**src/rtl/multicycle_controller.sv**
```systemverilog
// Multicycle CPU control FSM: sequences FETCH/DECODE/EXECUTE/MEMORY, drives every
// datapath select and enable, and traps on illegal opcodes or memory wait timeouts.
module multicycle_controller #(
    parameter int MEMORY_HANDSHAKE = 1,
    parameter int MEMORY_LATENCY   = 1,
    parameter int TIMEOUT_CYCLES   = 15,
    parameter int COUNTER_WIDTH    = 4
) (
    input  logic       clock,
    input  logic       reset,
    input  logic [3:0] instruction_operation,
    input  logic [3:0] instruction_operation_extra,
    input  logic       condition_met,
    input  logic       memory_ready,
    output logic       memory_request,
    output logic       instruction_address_select,
    output logic       data_address_select,
    output logic       data_write_enable,
    output logic       instruction_write_enable,
    output logic [1:0] alu_a_select,
    output logic [1:0] alu_b_select,
    output logic [2:0] alu_operation,
    output logic       status_write_enable,
    output logic       register_write_enable,
    output logic [2:0] register_write_data_select,
    output logic       program_counter_write_enable,
    output logic [1:0] program_counter_select,
    output logic       illegal_instruction,
    output logic       memory_timeout,
    output logic       halted
);

    localparam logic [2:0] ST_FETCH   = 3'd0;
    localparam logic [2:0] ST_DECODE  = 3'd1;
    localparam logic [2:0] ST_EXECUTE = 3'd2;
    localparam logic [2:0] ST_MEMORY  = 3'd3;
    localparam logic [2:0] ST_TRAP    = 3'd4;

    localparam logic [COUNTER_WIDTH-1:0] LATENCY_LAST = COUNTER_WIDTH'(MEMORY_LATENCY - 1);
    localparam logic [COUNTER_WIDTH-1:0] TIMEOUT_LAST = COUNTER_WIDTH'(TIMEOUT_CYCLES - 1);

    localparam logic [3:0] OP_RTYPE  = 4'b0000;
    localparam logic [3:0] OP_LSH    = 4'b1000;
    localparam logic [3:0] OP_MEMORY = 4'b0100;
    localparam logic [3:0] OP_BCOND  = 4'b1100;
    localparam logic [3:0] OP_MOVI   = 4'b1101;
    localparam logic [3:0] OP_LUI    = 4'b1111;

    localparam logic [3:0] EXT_MOV   = 4'b1101;
    localparam logic [3:0] EXT_LSH   = 4'b0100;
    localparam logic [3:0] EXT_LOAD  = 4'b0000;
    localparam logic [3:0] EXT_STOR  = 4'b0100;
    localparam logic [3:0] EXT_JAL   = 4'b1000;
    localparam logic [3:0] EXT_JCOND = 4'b1100;

    localparam logic [2:0] ALU_ADD   = 3'b000;
    localparam logic [2:0] ALU_SUB   = 3'b001;
    localparam logic [2:0] ALU_CMP   = 3'b010;
    localparam logic [2:0] ALU_AND   = 3'b011;
    localparam logic [2:0] ALU_OR    = 3'b100;
    localparam logic [2:0] ALU_XOR   = 3'b101;
    localparam logic [2:0] ALU_SHIFT = 3'b110;

    localparam logic [1:0] A_PC       = 2'b00;
    localparam logic [1:0] A_SOURCE   = 2'b01;
    localparam logic [1:0] A_IMM_SEXT = 2'b10;
    localparam logic [1:0] A_IMM_ZEXT = 2'b11;
    localparam logic [1:0] B_DISP     = 2'b10;

    localparam logic [2:0] WD_SOURCE   = 3'b001;
    localparam logic [2:0] WD_IMM_ZEXT = 3'b010;
    localparam logic [2:0] WD_IMM_UP   = 3'b011;
    localparam logic [2:0] WD_MEMORY   = 3'b100;
    localparam logic [2:0] WD_LINK     = 3'b101;

    localparam logic [1:0] PC_INC    = 2'b00;
    localparam logic [1:0] PC_ALU    = 2'b01;
    localparam logic [1:0] PC_SOURCE = 2'b10;

    // {valid, alu op}: the same code space names both the RTYPE extra field and immediate opcodes
    function automatic logic [3:0] alu_code(input logic [3:0] code);
        case (code)
            4'b0101: return {1'b1, ALU_ADD};
            4'b1001: return {1'b1, ALU_SUB};
            4'b1011: return {1'b1, ALU_CMP};
            4'b0001: return {1'b1, ALU_AND};
            4'b0010: return {1'b1, ALU_OR};
            4'b0011: return {1'b1, ALU_XOR};
            default: return 4'b0000;
        endcase
    endfunction

    logic [2:0]               state_q, state_d;
    logic [COUNTER_WIDTH-1:0] count_q, count_d;
    logic                     illegal_q, illegal_d;
    logic                     timeout_q, timeout_d;

    logic [3:0] rtype_code;
    logic [3:0] imm_code;
    logic       op_legal;
    logic       op_memory;
    logic       op_store;
    logic       op_load;
    logic [1:0] ex_alu_a;
    logic [1:0] ex_alu_b;
    logic [2:0] ex_alu_op;
    logic       ex_status_we;
    logic       ex_reg_we;
    logic [2:0] ex_reg_data_select;
    logic [1:0] ex_pc_select;
    logic       mem_done;
    logic       wait_expired;

    assign rtype_code = alu_code(instruction_operation_extra);
    assign imm_code   = alu_code(instruction_operation);

    always_comb begin
        op_legal           = 1'b0;
        op_memory          = 1'b0;
        op_store           = 1'b0;
        op_load            = 1'b0;
        ex_alu_a           = A_PC;
        ex_alu_b           = 2'b00;
        ex_alu_op          = ALU_ADD;
        ex_status_we       = 1'b0;
        ex_reg_we          = 1'b0;
        ex_reg_data_select = 3'b000;
        ex_pc_select       = PC_INC;
        case (instruction_operation)
            OP_RTYPE: begin
                if (rtype_code[3]) begin
                    op_legal     = 1'b1;
                    ex_alu_a     = A_SOURCE;
                    ex_alu_op    = rtype_code[2:0];
                    ex_reg_we    = (rtype_code[2:0] != ALU_CMP);
                    ex_status_we = (rtype_code[2:0] <= ALU_CMP);
                end else if (instruction_operation_extra == EXT_MOV) begin
                    op_legal           = 1'b1;
                    ex_reg_we          = 1'b1;
                    ex_reg_data_select = WD_SOURCE;
                end
            end
            OP_MOVI: begin
                op_legal           = 1'b1;
                ex_reg_we          = 1'b1;
                ex_reg_data_select = WD_IMM_ZEXT;
            end
            OP_LUI: begin
                op_legal           = 1'b1;
                ex_reg_we          = 1'b1;
                ex_reg_data_select = WD_IMM_UP;
            end
            OP_LSH: begin
                if (instruction_operation_extra == EXT_LSH) begin
                    op_legal  = 1'b1;
                    ex_alu_a  = A_SOURCE;
                    ex_alu_op = ALU_SHIFT;
                    ex_reg_we = 1'b1;
                end else if (instruction_operation_extra[3:1] == 3'b000) begin
                    op_legal  = 1'b1;
                    ex_alu_a  = A_IMM_ZEXT;
                    ex_alu_op = ALU_SHIFT;
                    ex_reg_we = 1'b1;
                end
            end
            OP_MEMORY: begin
                case (instruction_operation_extra)
                    EXT_LOAD: begin
                        op_legal  = 1'b1;
                        op_memory = 1'b1;
                        op_load   = 1'b1;
                    end
                    EXT_STOR: begin
                        op_legal  = 1'b1;
                        op_memory = 1'b1;
                        op_store  = 1'b1;
                    end
                    EXT_JAL: begin
                        op_legal           = 1'b1;
                        ex_reg_we          = 1'b1;
                        ex_reg_data_select = WD_LINK;
                        ex_pc_select       = PC_SOURCE;
                    end
                    EXT_JCOND: begin
                        op_legal     = 1'b1;
                        ex_pc_select = condition_met ? PC_SOURCE : PC_INC;
                    end
                    default: op_legal = 1'b0;
                endcase
            end
            OP_BCOND: begin
                op_legal     = 1'b1;
                ex_alu_a     = A_PC;
                ex_alu_b     = B_DISP;
                ex_alu_op    = ALU_ADD;
                ex_pc_select = condition_met ? PC_ALU : PC_INC;
            end
            default: begin
                // Immediate ALU forms: arithmetic sign-extends, logic zero-extends
                if (imm_code[3]) begin
                    op_legal     = 1'b1;
                    ex_alu_a     = (imm_code[2:0] <= ALU_CMP) ? A_IMM_SEXT : A_IMM_ZEXT;
                    ex_alu_op    = imm_code[2:0];
                    ex_reg_we    = (imm_code[2:0] != ALU_CMP);
                    ex_status_we = (imm_code[2:0] <= ALU_CMP);
                end
            end
        endcase
    end

    // Fixed-latency mode ignores memory_ready and never times out
    assign mem_done     = (MEMORY_HANDSHAKE != 0) ? memory_ready : (count_q == LATENCY_LAST);
    assign wait_expired = (MEMORY_HANDSHAKE != 0) && !memory_ready && (count_q == TIMEOUT_LAST);

    always_comb begin
        state_d                      = state_q;
        count_d                      = '0;
        illegal_d                    = illegal_q;
        timeout_d                    = timeout_q;
        memory_request               = 1'b0;
        instruction_address_select   = 1'b0;
        data_address_select          = 1'b0;
        data_write_enable            = 1'b0;
        instruction_write_enable     = 1'b0;
        alu_a_select                 = 2'b00;
        alu_b_select                 = 2'b00;
        alu_operation                = 3'b000;
        status_write_enable          = 1'b0;
        register_write_enable        = 1'b0;
        register_write_data_select   = 3'b000;
        program_counter_write_enable = 1'b0;
        program_counter_select       = 2'b00;
        case (state_q)
            ST_FETCH: begin
                memory_request = 1'b1;
                if (mem_done) begin
                    instruction_write_enable = 1'b1;
                    state_d                  = ST_DECODE;
                end else if (wait_expired) begin
                    timeout_d = 1'b1;
                    state_d   = ST_TRAP;
                end else begin
                    count_d = count_q + 1'b1;
                end
            end
            ST_DECODE: begin
                if (!op_legal) begin
                    illegal_d = 1'b1;
                    state_d   = ST_TRAP;
                end else if (op_memory) begin
                    state_d = ST_MEMORY;
                end else begin
                    state_d = ST_EXECUTE;
                end
            end
            ST_EXECUTE: begin
                alu_a_select                 = ex_alu_a;
                alu_b_select                 = ex_alu_b;
                alu_operation                = ex_alu_op;
                status_write_enable          = ex_status_we;
                register_write_enable        = ex_reg_we;
                register_write_data_select   = ex_reg_data_select;
                program_counter_write_enable = 1'b1;
                program_counter_select       = ex_pc_select;
                state_d                      = ST_FETCH;
            end
            ST_MEMORY: begin
                memory_request      = 1'b1;
                data_address_select = 1'b1;
                data_write_enable   = op_store;
                if (mem_done) begin
                    program_counter_write_enable = 1'b1;
                    program_counter_select       = PC_INC;
                    register_write_enable        = op_load;
                    register_write_data_select   = op_load ? WD_MEMORY : 3'b000;
                    state_d                      = ST_FETCH;
                end else if (wait_expired) begin
                    timeout_d = 1'b1;
                    state_d   = ST_TRAP;
                end else begin
                    count_d = count_q + 1'b1;
                end
            end
            ST_TRAP: state_d = ST_TRAP;
            default: state_d = ST_TRAP;
        endcase
    end

    always_ff @(posedge clock) begin
        if (!reset) begin
            state_q   <= ST_FETCH;
            count_q   <= '0;
            illegal_q <= 1'b0;
            timeout_q <= 1'b0;
        end else begin
            state_q   <= state_d;
            count_q   <= count_d;
            illegal_q <= illegal_d;
            timeout_q <= timeout_d;
        end
    end

    assign illegal_instruction = illegal_q;
    assign memory_timeout      = timeout_q;
    assign halted              = (state_q == ST_TRAP);

endmodule

```
**config.mk**
```make
export PLATFORM = sky130hd
export DESIGN_NAME = multicycle_controller
export DESIGN_NICKNAME = d
export VERILOG_FILES = /design/src/rtl/multicycle_controller.sv
export SDC_FILE = /design/constraint.sdc
export NUM_CORES = 1
export LEC_CHECK = 0
export ABC_AREA = 1
export CORE_AREA = 4 4 57 49
export DETAILED_ROUTE_END_ITERATION = 8
export DIE_AREA = 0 0 61 53
export GPL_TIMING_DRIVEN = 0
export PLACE_DENSITY = 0.81
export SLEW_MARGIN = 5
export SYNTH_ARGS = -nofsm -noshare
export SYNTH_HDL_FRONTEND = slang
export SYNTH_SLANG_ARGS = --single-unit
```
**constraint.sdc**
```tcl
create_clock -name clock -period 1.3 [get_ports clock]
set_input_delay 0.195 -clock clock [delete_from_list [all_inputs] [get_ports clock]]
set_output_delay 0.195 -clock clock [all_outputs]
set_load 0.05 [all_outputs]
```
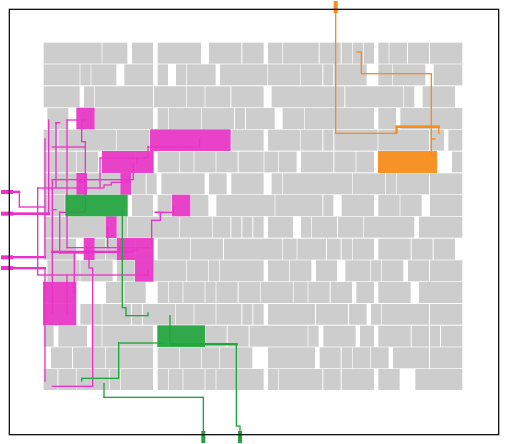
Run 1: port wiring
(8 px per um)
[magenta] instruction_operation_extra | bits: 4 | direction: input | edge: west | end cells: 14 | buffers: 4 | wire: 268 um
[green] alu_a_select | bits: 2 | direction: output | edge: south | end cells: 2 | buffers: 2 | wire: 73.3 um
[orange] illegal_instruction | bits: 1 | direction: output | edge: north | end cells: 1 | buffers: 1 | wire: 52.9 um

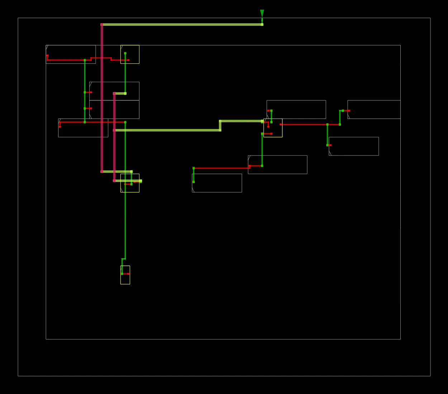
Run 1: clock nets
Post-Route Skew: 0.00780 ns
number of buffers created by CTS: 3

==> results.txt, run 1 <==
Implementation numbers.

- The minimum hold slack is 0.478 ns.
- For reference, the most critical setup path is categorized as flip-flop to output port.
- The start point of the worst hold path is memory_timeout$_SDFFE_PN0P_.
- The post-synthesis async set-or-reset flop share reads 0.
- The dominant kind of combinational cell reads simple AND/OR/NAND/NOR gates.
- Looking at the reg2reg group, the worst path starts from state_q[0]$_SDFF_PN0_.
- For reference, the critical path cell chain is buf_4 -> nor2_1 -> nand2_4 -> nor2_2 -> buf_6.
- The run finished, with violations left.
- The share of the Yosys chip area taken by registers is 0.197.
- The initial antenna violation count is 0.
- The post-synth tally of flip-flops with integrated enable reads 0.
- The final hold violation count is 0.
- The critical path's top delay family is simple AND/OR/NAND/NOR gates.
- The average detailed-routed wire length per instance is 25.1 um.
- In this run the tool buffered the top-level ports with 32 buffer cells.
- Looking at the group totals, the largest power group turns out to be combinational logic.
- Global routing finished with a remaining overflow of 0.
- The met3 routed wirelength is 820 um.
- The proportion of cell area occupied by registers reads 0.0869.
- The routed length on met2 is 3020 um.
- Routing resource usage on met3 recorded by global route was 0.0512.
- The script extracted a total leakage power of 0.945 nW.
- The multi-input combinational cell count reads 118.
- The post-synthesis simple-gate area fraction is 0.443.
- The placed instance area is 1530 sq um.
- The tree is rooted in a sky130_fd_sc_hd__clkbuf_4.
- The total cells reported by yosys after synthesis is 160.
- The first element of the critical path reads state_q[0]$_SDFF_PN0_.
- In the synthesized netlist, the cells that appear most often are sky130_fd_sc_hd__nand2_1, sky130_fd_sc_hd__inv_1, sky130_fd_sc_hd__nor2_1.
- The share of final layout cell area taken by non-clock buffers is 0.335.
- As reported, the later end of the worst-skew pair has a clock insertion delay of 0.28 ns.
- Per the layout report, the design carries 53 filler cells.
- The aggregate negative setup slack is -7.63 ns.
- Leaving out fill and tap cells, the most frequent cells in the layout are sky130_fd_sc_hd__buf_4, sky130_fd_sc_hd__buf_6, sky130_fd_sc_hd__nor2_4, sky130_fd_sc_hd__nand2_1, sky130_fd_sc_hd__inv_1.
- The internal power component is 0.000639 W.
- The routed design shows a via density per instance of 6.47.
- The core utilization of the finished layout reads 0.953.
- The total global-route track usage is 0.275.
- The worst setup slack for register-to-register paths reads -0.34 ns.
- The worst reg2reg path depth reads 8.
- The final count of negative-setup-slack endpoints reads 28.
- The number of inserted diodes reads 0.
- Checking hold timing, the worst path is listed with class flip-flop to flip-flop.
- The first-pass detailed-route iteration total is 5.
- The core utilization before placement reads 0.401.
- The buffer count excluding the clock tree in the final layout reads 73.
- The sequential cells in the finished layout cover a total of 189 sq um.
- During I/O placement, the number of pins put on the boundary was 35.
- The main flop type after synthesis reads sky130_fd_sc_hd__dfxtp_1.
- The power share of the sequential group is 0.254.
- The post-layout worst setup margin reads -0.506 ns.
- The final worst-path cycle share is 1.39.
- The net switching power figure reads 0.000542 W.
- The CTS tree is yes.
- Logged for this run, the post-placement worst setup slack is -1.44 ns.
- Per the synthesis report, the adder-cell share of the synthesized area is 0.0274.
- The most frequent logic cell in the layout reads sky130_fd_sc_hd__buf_4.
- The largest registers in the layout are count_q x4, state_q x3.
- Setup repair after global routing could not meet its margin everywhere.
- The horizontal die dimension is 61 um.
- The highest metal layer used by the detailed router reads met4.
- The largest register by flop count is count_q.
- The peak clock frequency supported by timing reads 554 MHz.
- The register with the most flip-flops in the layout has 4 of them.
- The number of warning messages in the logs reads 30.
- The number of nets with antenna violations after routing reads 0.
- The area fraction in xor and xnor cells reads 0.0192.
- The end point of the critical path reads instruction_write_enable.
- The number of clock buffers in the layout is 4.
- The critical-path maximum fanout is 3.
- The relative contribution of the clock network to total power is 0.206.
- The final reports fail on negative setup slack.
- The post-CTS repair timing setup buffer count is 26.
- The registers of the reported paths see a clock transition of 0.06 ns.
- The first global-routing pass estimated 6490 um of wire.
- The die extent in y is 53 um.
- The pin slew with the least headroom to its limit reads 0.519 ns.
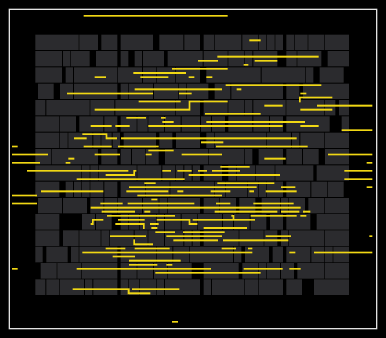
Run 1: the metal 3 layer
(6 px per um) Cells faint in the background.
wire length on this layer: 821 um
share of all routed wire: 12%

## Run 2: what changed since run 1
CAP_MARGIN = 20   (was not set)
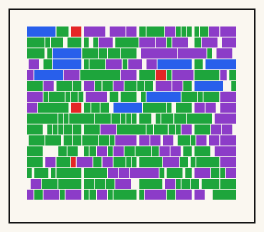
Run 2: cells colored by class
(4 px per um)
[blue] flops | cells: 9
[red] clock drivers and dummy loads | cells: 4
[green] all other logic | cells: 149
[purple] other buffers and delay cells | cells: 73

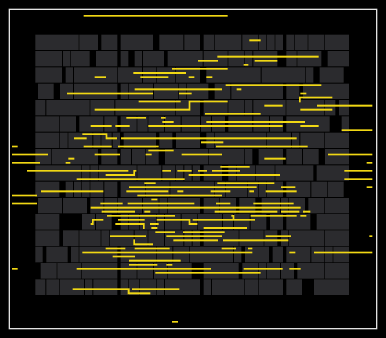
Run 2: the metal 3 layer
(6 px per um) Cells faint in the background.
longest straight run: 34.7 um
main direction: horizontal
nets with wire on the layer: 83
wire length on this layer: 821 um
share of all routed wire: 12%

==> run 2 against run 1 <==
The run still ends with negative setup slack left. Power unchanged. Critical path depth unchanged. Final area unchanged. Sequential share of layout area unchanged. Clock power about the same. First-iteration DRC count unchanged. Flip-flop count unchanged. Synthesized cell count unchanged. Worst setup slack unchanged. Area after synthesis unchanged. Largest cell class unchanged.
==> results.txt, run 2 <==
Implementation numbers.

- The average detailed-routed wire length per instance is 25.1 um (unchanged).
- The number of buffers created by CTS was 3 (unchanged).
- The number of buffer cells added on primary ports reads 32 (unchanged).
- The static power due to leakage is 0.945 nW (unchanged).
- The met3 routed wirelength came to 820 um (unchanged).
- The routing usage on met1 reads 0.344.
- The worst setup slack for register-to-register paths is -0.34 ns (about the same).
- The launch point of the worst min-delay path is recorded as memory_timeout$_SDFFE_PN0P_.
- In the post-synthesis netlist, the cell with the most instances is sky130_fd_sc_hd__nand2_1.
- The critical-path maximum fanout is 3 (unchanged).
- The aggregate negative setup slack reads -7.63 ns (unchanged).
- The most common logic cells in the final layout are sky130_fd_sc_hd__buf_4, sky130_fd_sc_hd__buf_6, sky130_fd_sc_hd__nor2_4, sky130_fd_sc_hd__nand2_1, sky130_fd_sc_hd__inv_1.
- The critical path's top delay family reads simple AND/OR/NAND/NOR gates.
- Switching power as a fraction of the total was reported as 0.459.
- The fraction of the mapped netlist area in compound gates is 0.161.
- The routed length on met2 is 3020 um (unchanged).
- The final count of negative-setup-slack endpoints is 28 (unchanged).
- The proportion of cell area occupied by registers came to 0.0869 (unchanged).
- The worst reg2reg path depth is 8 (unchanged).
- The number of filler instances in the final layout is 53 (unchanged).
- The row count reads 16.
- TritonCTS built the clock tree.
- The combinational cell power reads 0.000639 W.
- The multi-input combinational cell count is 118 (unchanged).
- The via density per instance is 6.47 (unchanged).
- The post-synthesis simple-gate area fraction is 0.443 (unchanged).
- The area inside the core boundary reads 2280 sq um.
- The number of levels in the clock H-tree is 1.
- The routability-driven placement congestion ratio reads 0.905.
- The share of final layout cell area taken by non-clock buffers is 0.335 (unchanged).
- The cell depth of the worst hold path reads 2.
- The internal power component came to 0.000639 W (unchanged).
- The final routed DRC violation total is 0.
- The core utilization of the finished layout reads 0.953 (unchanged).
- The final worst-path cycle share is 1.39 (unchanged).
- The design received a total of 27 well taps at floorplan.
- The fraction of area in multi-input gates is 0.479.
- The area taken by flip-flops and latches came to 189 sq um (unchanged).
- The net switching power figure reads 0.000542 W (unchanged).
- Summing all multi-input logic gate instances after layout gives 1040 sq um.
- The number of warning messages in the logs is 30 (unchanged).
- Setup repair after global routing could not meet its margin everywhere.
- The setup skew after layout is 0.00780 ns (unchanged).
- The instance count after placement with tap cells included reads 220.
- Looking at the cell usage after synthesis, the top flip-flop cell is sky130_fd_sc_hd__dfxtp_1.
- The net count of the finished layout reads 250.
- The post-CTS repair timing setup buffer count was 26 (unchanged).
- The proportion of cell area spent on the clock network is 0.0121.
- In the final layout, the registers with the most flip-flops are count_q x4, state_q x3.
- Counting flops per register, the top entry is count_q.
- The first-pass GRT wire length came to 6490 um (unchanged).
- After legalization and detailed placement, the total HPWL measured 2340 um.
- The number of flip-flops in the largest register came to 4 (unchanged).
- The dominant kind of combinational cell reads simple AND/OR/NAND/NOR gates.
- For this design, the CTS-stage hold fixing added 0 buffers.
- The core utilization before placement is 0.401 (unchanged).
- The number of clock buffers in the layout was 4 (unchanged).
- The power consumption reads 0.00118 W.
- The peak clock frequency supported by timing came to 554 MHz (unchanged).
- The total congestion overflow after global routing reads 0 (unchanged).
- The worst register-to-register path ends at state_q[2]$_SDFF_PN0_.
- The post-synthesis async set-or-reset flop share is 0 (unchanged).
- Per the layout report, the design carries 31 non-clock inverters.
- The setup path with the least slack is of type flip-flop to output port.
- Looking at the hold checks, the worst path lands on memory_timeout$_SDFFE_PN0P_.
- The post-synthesis cell type with the largest combined area is sky130_fd_sc_hd__dfxtp_1.
- The worst register-to-register path begins at state_q[0]$_SDFF_PN0_.
- The number of placed I/O pins was 35 (unchanged).
- The number of vias after detailed routing reads 1694.
- The tightest slew margin relative to the limit is 0.651.
- The first-pass detailed-route iteration total is 5 (unchanged).
- The count of final max-slew check failures reads 0.
- The clock network power reads 0.000243 W.
- The buffer count excluding the clock tree in the final layout is 73 (unchanged).
- The placed instance area is 1530 sq um (unchanged).
- After layout, the minimum clock period comes to 1.81 ns.
- The area enclosed by the die boundary is 3230 sq um.
- For this run, the number of Yosys warnings is 0.
- By count the netlist is led by sky130_fd_sc_hd__nand2_1, sky130_fd_sc_hd__inv_1, sky130_fd_sc_hd__nor2_1.
- In the per-layer breakdown of the detailed-route log, met1 shows 2180 um.
- The met3 demand-to-capacity share in global routing reads 0.0512 (unchanged).
- The total cells reported by yosys after synthesis came to 160 (unchanged).
- In the post-synthesis netlist, the biggest area contributors are sky130_fd_sc_hd__dfxtp_1, sky130_fd_sc_hd__nand2_1, sky130_fd_sc_hd__inv_1.
- The chip area estimate from yosys synthesis reads 915 sq um.
- The number of clock sinks is 9.
- The end point of the critical path reads instruction_write_enable.
- The horizontal die dimension is 61 um (unchanged).
- The initial antenna violation count is 0 (unchanged).
- The layout-stage area growth over the synthesis result reads 138%.
- Across the VDD grid, the largest voltage drop is 0.663 mV.
- The minimum hold slack reads 0.478 ns (unchanged).
- The worst setup timing slack at the placement stage came to -1.44 ns (unchanged).
- The post-layout worst setup margin is -0.506 ns (unchanged).
- Total power normalized to cell area comes to 543 nW/um^2.
- The critical path data arrival time reads 1.61 ns.
- The fraction of power consumed by combinational cells reads 0.541.
- The relative contribution of the clock network to total power reads 0.206 (about the same).
- The area fraction in xor and xnor cells reads 0.0192 (unchanged).
- The number of nets with antenna violations after routing is 0 (unchanged).
- In this run, synthesis produced a sequential element count of 9.
- The total global-route track usage reads 0.275 (unchanged).
- The post-synth tally of flip-flops with integrated enable came to 0 (unchanged).
- Entering global routing, the biggest net connects 8 pins.
- Dividing the synthesized area by the synthesized cell count gives 5.72 sq um.
- The fraction of layout cells with a size suffix above 1 is 0.689.
- The insertion delay of the later-clocked pin in the worst-skew pair reads 0.28 ns (about the same).
- The via count of the first global-routing pass is 1355.
- The final non-filler cell area is 2170 sq um.
- The post-cts repair resize count reads 235.
- The most critical min-delay path falls under flip-flop to flip-flop.
- The cell area after synthesis reads 915 sq um.
- For reference, the critical path cell chain is buf_4 -> nor2_1 -> nand2_4 -> nor2_2 -> buf_6.
- The checks that failed: negative setup slack.
- The die extent in y is 53 um (unchanged).
- The tree is rooted in a sky130_fd_sc_hd__clkbuf_4.
- The number of max-cap violations reads 0.
- The run finished, with violations left.
- The final hold violation count reads 0 (unchanged).
- STA classifies the critical path startpoint as a flip-flop.
- The share of the yosys chip area belonging to registers was 0.197 (unchanged).
- The share of the synthesized area in the top cell type is 0.197.
- The first element of the critical path is state_q[0]$_SDFF_PN0_.
- The OpenROAD report gives the critical path a required time of 1.11 ns.
- Of all power groups, the one with the highest power is combinational logic.
- The DRC violation total after the first TritonRoute iteration reads 198.
- The pin slew with the least headroom to its limit reads 0.519 ns (unchanged).
- The adder-cell share of the synthesized area came to 0.0274 (unchanged).
- The maximum count of clock buffers along a single path reads 2.
- Synthesis handed over a netlist of 160 instances.
- The most frequent logic cell in the layout reads sky130_fd_sc_hd__buf_4.
- The mux cell area share after synthesis is 0.
- The power share of the sequential group reads 0.254 (about the same).
- The highest metal layer used by the detailed router reads met4.
- The clock transition at the register clock pins on the worst setup and hold paths after CTS is 0.06 ns (about the same).
- The number of inserted diodes came to 0 (unchanged).
## Run 3: what changed since run 2
--- a/config.mk
+++ b/config.mk
@@ -9,7 +9,10 @@
 export CAP_MARGIN = 20
-export CORE_AREA = 4 4 57 49
+export CELL_PAD_IN_SITES_DETAIL_PLACEMENT = 1
+export CELL_PAD_IN_SITES_GLOBAL_PLACEMENT = 1
+export CORE_AREA = 4 4 68 58
+export CTS_BUF_LIST = sky130_fd_sc_hd__clkbuf_8
 export DETAILED_ROUTE_END_ITERATION = 8
-export DIE_AREA = 0 0 61 53
+export DIE_AREA = 0 0 72 62
 export GPL_TIMING_DRIVEN = 0
-export PLACE_DENSITY = 0.81
+export PLACE_DENSITY = 0.84
 export SLEW_MARGIN = 5
--- a/constraint.sdc
+++ b/constraint.sdc
@@ -3,2 +3,2 @@
 set_output_delay 0.195 -clock clock [all_outputs]
-set_load 0.05 [all_outputs]
+set_load 0.01 [all_outputs]
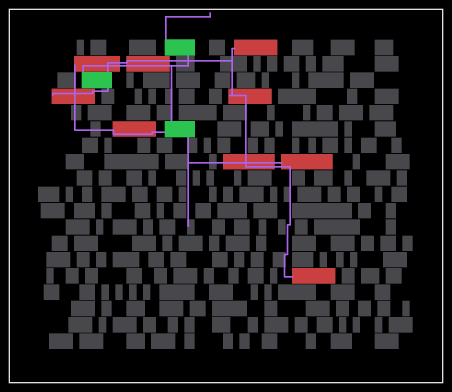
Run 3: clock distribution
(6 px per um)
[purple] clock wires | length: 197 um
[red] flip-flops | count: 9
[green] cells driving clock nets | count: 3
routed clock nets: 4

==> run 3 against run 2 <==
The flow still finishes with violations (negative setup slack). Core utilization fell by 35 points. Synthesized cell count did not move. Flip-flop count is the same. Die size increased by 38%. Cell count is 5.0% higher. Combinational power decreased by 25%. Sequential share of layout area up 0.86 points. Sequential power hardly changed. Fmax grew 11%. Routed wire length fell by 11%. Global-route usage down 4.8 points. Critical path depth grew 1. Critical path type unchanged. Largest power group unchanged.
==> results.txt, run 3 <==
Implementation numbers.

- The final non-filler cell area is 1980 sq um (-9.0%).
- The die extent in y is 62 um (+17%).
- The power per cell area reads 570 nW/um^2 (+5.0%).
- The post-synthesis simple-gate area fraction is 0.443 (unchanged).
- The worst setup slack for register-to-register paths is -0.22 ns (+0.12 ns).
- The placed instance area came to 1300 sq um (-15%).
- For the worst reg-to-reg path, the endpoint reported by OpenROAD is state_q[2]$_SDFF_PN0_.
- The area enclosed by the die boundary reads 4460 sq um (+38%).
- The post-synthesis cell type with the largest combined area reads sky130_fd_sc_hd__dfxtp_1.
- The shortest period the worst path allows came to 1.63 ns (-0.174 ns).
- The critical path goes through nand3_4 -> clkbuf_16 -> nor3_4 -> nor2_2 -> a21oi_2 -> buf_2.
- The required time at the worst-slack endpoint came to 1.11 ns (about the same).
- The proportion of cell area occupied by registers reads 0.0954 (+0.00857).
- The cell with the most instances after synthesis reads sky130_fd_sc_hd__nand2_1.
- The power consumption reads 0.00113 W (-4.5%).
- The checks that failed: negative setup slack.
- The post-cts repair resize count is 183 (-22%).
- By area the synthesized netlist is led by sky130_fd_sc_hd__dfxtp_1, sky130_fd_sc_hd__nand2_1, sky130_fd_sc_hd__inv_1.
- The total cells reported by yosys after synthesis reads 160 (unchanged).
- The number of flip-flops in the largest register is 4 (unchanged).
- The number of inserted diodes came to 0 (unchanged).
- The met3 routed wirelength reads 396 um (-52%).
- The area taken by flip-flops and latches is 189 sq um (unchanged).
- The post-CTS repair timing setup buffer count is 22 (-15%).
- The critical path data arrival time came to 1.44 ns (-0.17 ns).
- The row count reads 19 (+3).
- The post-layout worst setup margin reads -0.332 ns (+0.174 ns).
- The synthesis-stage register bit count is 9 (unchanged).
- The chip area estimate from yosys synthesis reads 915 sq um (unchanged).
- The HPWL reported at the end of detailed placement reads 2610 um (+11%).
- The minimum hold slack is 0.465 ns (-0.0128 ns).
- The number of max-cap violations is 0 (unchanged).
- The critical path's top delay family is flip-flops.
- Grouping non-sequential cells by family puts the most area in simple AND/OR/NAND/NOR gates.
- The group drawing the most power reads combinational logic.
- The worst min-delay path endpoint reads memory_timeout$_SDFFE_PN0P_.
- The power share of the sequential group reads 0.268 (+0.014).
- The end point of the critical path reads status_write_enable.
- The pin slew with the least headroom to its limit came to 0.571 ns (+0.0516 ns).
- The count of non-CTS inverters in the layout was 31 (unchanged).
- Per the hold report, the tightest min-delay path originates at memory_timeout$_SDFFE_PN0P_.
- The adder-cell share of the synthesized area reads 0.0274 (unchanged).
- The number of filler instances in the final layout is 431 (+710%).
- The number of placed I/O pins is 35 (unchanged).
- The fraction of the mapped netlist area in compound gates reads 0.161 (unchanged).
- The horizontal die dimension is 72 um (+18%).
- The total number of yosys warnings is 0 (unchanged).
- The total global-route track usage reads 0.227 (-0.0481).
- The type of the worst setup path reads flip-flop to output port.
- The switching part of the total is 0.387 (-0.0719).
- The cell sitting at the root of the clock tree is a sky130_fd_sc_hd__clkbuf_8.
- The share of final layout cell area taken by non-clock buffers reads 0.310 (-0.0251).
- The fraction of layout cells with a size suffix above 1 is 0.618 (-0.0713).
- The aggregate negative setup slack came to -4.88 ns (+2.75 ns).
- The multi-input combinational cell count is 118 (unchanged).
- The run finished, with violations left.
- The routability-driven placement congestion ratio is 0.808 (-11%).
- The clock network power was 0.000347 W (+43%).
- The total number of tap cells is 42 (+56%).
- The final routed DRC violation total reads 0 (unchanged).
- The proportion of cell area spent on the clock network is 0.0228 (+0.0107).
- The insertion delay of the later-clocked pin in the worst-skew pair is 0.24 ns (-0.04 ns).
- The clock transition at the register clock pins on the worst setup and hold paths after CTS reads 0.06 ns (about the same).
- The number of vias after detailed routing is 1520 (-10%).
- The via count of the first global-routing pass reads 1493 (+10%).
- The met1 routed wirelength after detailed routing was 2360 um (+8.3%).
- The element type at the critical path start reads a flip-flop.
- The worst reg2reg path depth is 8 (unchanged).
- The core utilization before placement reads 0.279 (-0.122).
- Setup repair after global routing could not meet its margin everywhere.
- The relative contribution of the clock network to total power came to 0.307 (+0.101).
- In this run the worst setup path begins at state_q[1]$_SDFF_PN0_.
- The first-pass GRT wire length is 7780 um (+20%).
- The average detailed-routed wire length per instance was 21.3 um (-15%).
- The final count of negative-setup-slack endpoints was 24 (-14%).
- The core utilization of the finished layout is 0.603 (-0.349).
- The first-pass detailed-route iteration total is 4 (-1).
- The maximum number of pins on one net before global-route repair was 8 (unchanged).
- The number of levels in the clock H-tree is 1 (unchanged).
- The class of the worst hold path reads flip-flop to flip-flop.
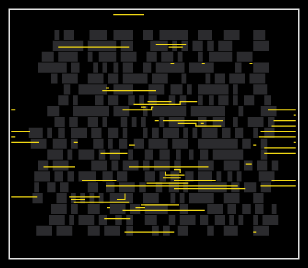
Run 3: the metal 3 layer
(4 px per um) Cells faint in the background.
share of all routed wire: 6.8%
wire length on this layer: 396 um

No activity file was given, so power comes from the tool's default toggle rates.
